**config.mk**
```make
export PLATFORM = sky130hd
export DESIGN_NAME = muldiv_unit
export DESIGN_NICKNAME = d
export VERILOG_FILES = /design/src/rtl/muldiv_unit.sv
export SDC_FILE = /design/constraint.sdc
export NUM_CORES = 1
export LEC_CHECK = 0
export ABC_CLOCK_PERIOD_IN_PS = 23500
export CELL_PAD_IN_SITES_DETAIL_PLACEMENT = 1
export CELL_PAD_IN_SITES_GLOBAL_PLACEMENT = 1
export CORE_MARGIN = 3
export CORE_UTILIZATION = 25
export CTS_BUF_LIST = sky130_fd_sc_hd__clkbuf_8
export DETAILED_ROUTE_END_ITERATION = 8
export GPL_TIMING_DRIVEN = 0
export PLACE_DENSITY_LB_ADDON = 0.25
export SYNTH_ARGS = -nofsm -noshare
export SYNTH_HDL_FRONTEND = slang
export SYNTH_SLANG_ARGS = --single-unit
```
**constraint.sdc**
```tcl
create_clock -name clk -period 23.5 [get_ports clk]
set_input_delay 4.7 -clock clk [delete_from_list [all_inputs] [get_ports clk]]
set_output_delay 4.7 -clock clk [all_outputs]
set_load 0.03 [all_outputs]
```
**src/rtl/muldiv_unit.sv**
```systemverilog
// Multi-cycle MULT/MULTU/DIV/DIVU unit with HI/LO result registers.
// Fixed latency: start accepted at E0, results and done appear after E33 (for WIDTH=32).
module muldiv_unit #(
    parameter int unsigned WIDTH = 32
) (
    input  logic             clk,
    input  logic             rst,
    input  logic             start,
    input  logic [1:0]       op,
    input  logic [WIDTH-1:0] a,
    input  logic [WIDTH-1:0] b,
    output logic             busy,
    output logic             done,
    output logic             dbz,
    output logic [WIDTH-1:0] hi,
    output logic [WIDTH-1:0] lo
);

    localparam int unsigned CW = (WIDTH > 1) ? $clog2(WIDTH) : 1;

    typedef enum logic [1:0] {StIdle, StCalc, StFix} state_t;

    state_t             state_q;
    logic [CW-1:0]      cnt_q;
    logic [1:0]         op_q;
    logic               sa_q, sb_q;
    logic [WIDTH-1:0]   a_orig_q;
    logic [WIDTH-1:0]   opb_q;
    logic [2*WIDTH-1:0] acc_q;
    logic [WIDTH-1:0]   rem_q;

    logic [WIDTH-1:0]   abs_a, abs_b;
    logic [WIDTH:0]     mul_sum;
    logic [2*WIDTH-1:0] mul_acc;
    logic [WIDTH:0]     div_shift, div_diff;
    logic [2*WIDTH-1:0] div_acc;
    logic [WIDTH-1:0]   div_rem;
    logic [2*WIDTH-1:0] prod_fix;
    logic [WIDTH-1:0]   quo_fix, rem_fix;

    always_comb begin
        abs_a = (op[0] && a[WIDTH-1]) ? (~a + 1'b1) : a;
        abs_b = (op[0] && b[WIDTH-1]) ? (~b + 1'b1) : b;

        // Multiply: multiplier sits in acc low half and shifts out LSB-first.
        mul_sum = {1'b0, acc_q[2*WIDTH-1:WIDTH]} + (acc_q[0] ? {1'b0, opb_q} : '0);
        mul_acc = {mul_sum, acc_q[WIDTH-1:1]};

        // Divide: dividend shifts out of acc low half MSB-first, quotient bits shift in.
        div_shift = {rem_q, acc_q[WIDTH-1]};
        div_diff  = div_shift - {1'b0, opb_q};
        div_acc   = {acc_q[2*WIDTH-1:WIDTH], acc_q[WIDTH-2:0], ~div_diff[WIDTH]};
        div_rem   = div_diff[WIDTH] ? div_shift[WIDTH-1:0] : div_diff[WIDTH-1:0];

        prod_fix = (op_q[0] && (sa_q ^ sb_q)) ? (~acc_q + 1'b1) : acc_q;
        quo_fix  = (op_q[0] && (sa_q ^ sb_q)) ? (~acc_q[WIDTH-1:0] + 1'b1) : acc_q[WIDTH-1:0];
        rem_fix  = (op_q[0] && sa_q) ? (~rem_q + 1'b1) : rem_q;
    end

    always_ff @(posedge clk or posedge rst) begin
        if (rst) begin
            state_q  <= StIdle;
            cnt_q    <= '0;
            op_q     <= '0;
            sa_q     <= 1'b0;
            sb_q     <= 1'b0;
            a_orig_q <= '0;
            opb_q    <= '0;
            acc_q    <= '0;
            rem_q    <= '0;
            busy     <= 1'b0;
            done     <= 1'b0;
            dbz      <= 1'b0;
            hi       <= '0;
            lo       <= '0;
        end else begin
            done <= 1'b0;
            unique case (state_q)
                StIdle: begin
                    if (start) begin
                        op_q     <= op;
                        sa_q     <= a[WIDTH-1];
                        sb_q     <= b[WIDTH-1];
                        a_orig_q <= a;
                        opb_q    <= abs_b;
                        acc_q    <= {{WIDTH{1'b0}}, abs_a};
                        rem_q    <= '0;
                        cnt_q    <= '0;
                        busy     <= 1'b1;
                        state_q  <= StCalc;
                    end
                end
                StCalc: begin
                    if (op_q[1]) begin
                        acc_q <= div_acc;
                        rem_q <= div_rem;
                    end else begin
                        acc_q <= mul_acc;
                    end
                    cnt_q <= cnt_q + 1'b1;
                    if (cnt_q == CW'(WIDTH - 1)) state_q <= StFix;
                end
                StFix: begin
                    if (!op_q[1]) begin
                        hi  <= prod_fix[2*WIDTH-1:WIDTH];
                        lo  <= prod_fix[WIDTH-1:0];
                        dbz <= 1'b0;
                    end else if (opb_q == '0) begin
                        hi  <= a_orig_q;
                        lo  <= '1;
                        dbz <= 1'b1;
                    end else begin
                        hi  <= rem_fix;
                        lo  <= quo_fix;
                        dbz <= 1'b0;
                    end
                    busy    <= 1'b0;
                    done    <= 1'b1;
                    state_q <= StIdle;
                end
                default: state_q <= StIdle;
            endcase
        end
    end

endmodule
```
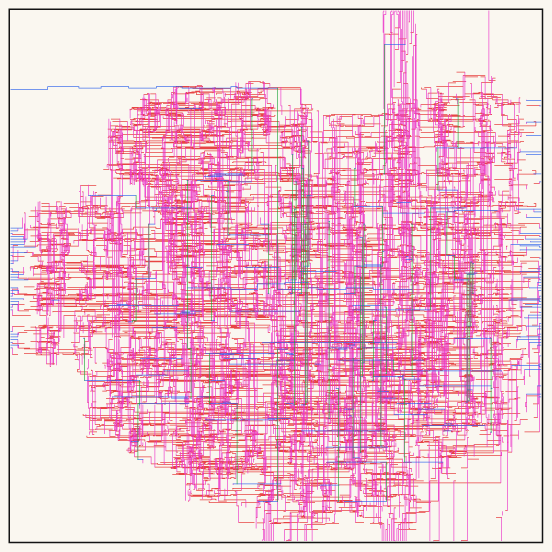
Fig. 1. Wiring by layer.
Drawn at 2 px/um.
blue -> M3  # wire length 2260 um
red -> M1  # wire length 32.0 mm
magenta -> M2  # wire length 32.9 mm
green -> M4  # wire length 2450 um

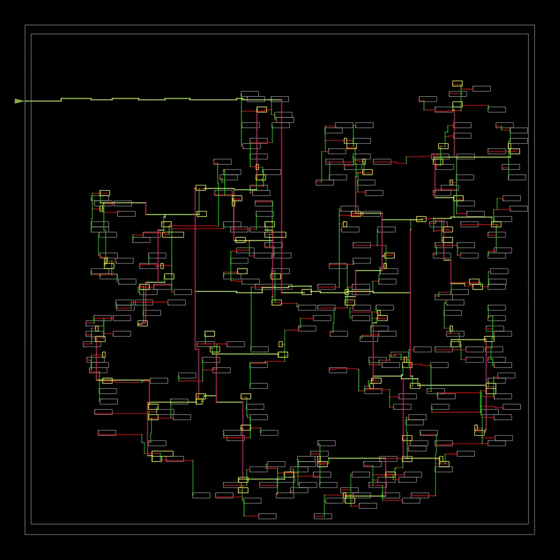
Fig. 2. Clock wiring as the flow saved it.
Clock buffer cells: 63
# clock sinks: 237
total clock network power: 480 uW

==> results.json <==
{
  "outcome": "completed",
  "number_of_buffers_added_to_fix_hold_violations_after_cts": 0,
  "remaining_drc_errors": 0,
  "grt_setup_unrepaired": "no",
  "number_of_synthesized_flops_with_an_enable_pin": 0,
  "place_hpwl_um": 56100,
  "stage_log_warnings": 28,
  "number_of_global_route_vias_before_repair": 17100,
  "critPathCaptureType": "flip-flop",
  "yosysChipArea_um2": 16900,
  "finalSetupTns_ns": 0,
  "synthesis.area_um2": 16900,
  "syn-instance-count": 2105,
  "area_delta_synth_final_pct": 21.1,
  "timing_worst_slew_pin_value_ns": 1.14,
  "cts_root_buf": "clkbuf_8",
  "final_period_minus_worst_setup_slack_ns": 7.85,
  "numSynthFlops": 237,
  "postRouteAntennaNets": 0,
  "die_height_um": 266,
  "grt.met1_usage_pct": 25.4,
  "max-cap-violations": 0,
  "wire_length_of_the_first_global_routing_pass_um": 106000,
  "worst_hold_margin_ns": 0.478,
  "slew_violations": 0,
  "synthDistinctLibCells": 80,
  "number_of_antenna_violations_at_the_first_check_in_global_routing": 1,
  "die.size.x_um": 266,
  "fin_cells": 3196,
  "synthesis.nets": 2246,
  "relSlewSlack_pct": 23.1,
  "synth.avg_cell_area_um2": 8.02,
  "total_power_uw": 3110,
  "drt_pass1_iterations": 5,
  "max_reg_flops": 64,
  "critical_path_arrival_ns": 8.33,
  "grt_use_met3_pct": 2.35,
  "setup_viol_count_final": 0
}
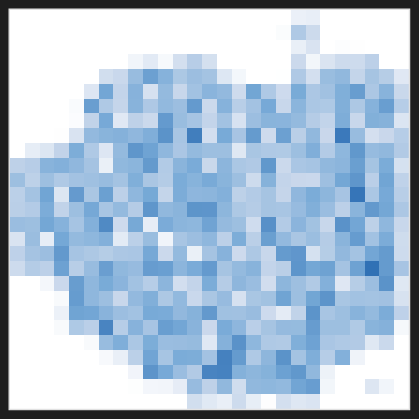
Fig. 3. Local utilization.
Drawn at 1.5 px/um. 27 x 27 tiles, from white (low) to dark blue (high), 0 to 100% covered.
emptiest ninth of the die = north-west
fullest tile = 74%
mean over tiles = 27%
nearly empty tiles = 26%
fraction of the core area covered by cells at the end of the flow: 30.8%
core area: 66300 um2
floorplan-stage core utilization: 25.4%

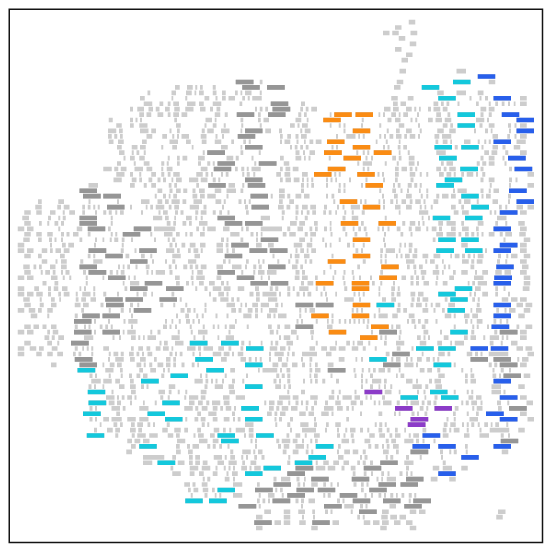
Fig. 4. Sequential cells grouped by signal name.
Drawn at 2 px/um. Other sequential cells in the stronger grey, the rest of the logic in the fainter grey.
cyan -> `acc_q`  # flops 64
orange -> `a_orig_q`  # flops 31
blue -> `lo`  # flops 32, where a column on the right
purple -> `cnt_q`  # flops 5, where south-east
Register Area: 5930 um2
sequential share of cell area: 29.0%
Seq. pwr: 773 uW

where the power goes:
part           switching, uW  internal, uW  leakage [uW]
clock                    207           273      0.000615
sequential               210           564       0.00282
combinational           1170           686       0.00531
total                   1580          1520       0.00875
kinds of logic after synthesis:
group                      after synthesis  synth area share, %
adders and majority gates               72                 5.43
xor gates and xnor gates               191                 9.91
DFF                                    237                 35.1
buffers and inverters                  193                 4.45
muxes                                   52                 3.08
AOI/OAI and AO/OA                      628                 22.6
and+or+nand+nor                        732                 19.3
worst max-delay path, cell delays in order:
cell and delay (ns):
clkdlybuf4s50_1 0.57, nor4_1 0.79, nand4b_1 0.32, nor4_1 0.81, nand3b_1 0.24, o41ai_1 0.37
xor2_1 0.18, nand2_1 0.08, o211ai_1 0.13, o21ai_0 0.13
Yosys cell counts (17+ instances only):
| master | instances |
|---|---|
| nand2b_1 | 19 |
| clkbuf_1 | 108 |
| a21o_1 | 33 |
| xnor2_1 | 100 |
| mux2i_1 | 52 |
| inv_1 | 69 |
| o211ai_1 | 35 |
| a31oi_1 | 25 |
| o21ai_0 | 229 |
| nor4_1 | 29 |
| ha_1 | 70 |
| nand2_1 | 348 |
| dfrtp_1 | 237 |
| o31ai_1 | 25 |
| and3_1 | 17 |
| xor2_1 | 91 |
| nor2_1 | 181 |
| nor3_1 | 40 |
| a21oi_1 | 166 |
| nand3_1 | 23 |
final cells by class:
| class | instances | area, um2 |
|---|---|---|
| plain buffers | 123 | 488 |
| clock buffers | 63 | 867 |
| clock inverters | 27 | 191 |
| fillers | 8013 | 45900 |
| inverters | 70 | 270 |
| multi-input cells | 1675 | 10200 |
| flip-flops and latches | 237 | 5930 |
| well taps | 864 | 1080 |
| repair buffers | 137 | 1410 |
Power and IR drop assume default switching activity.
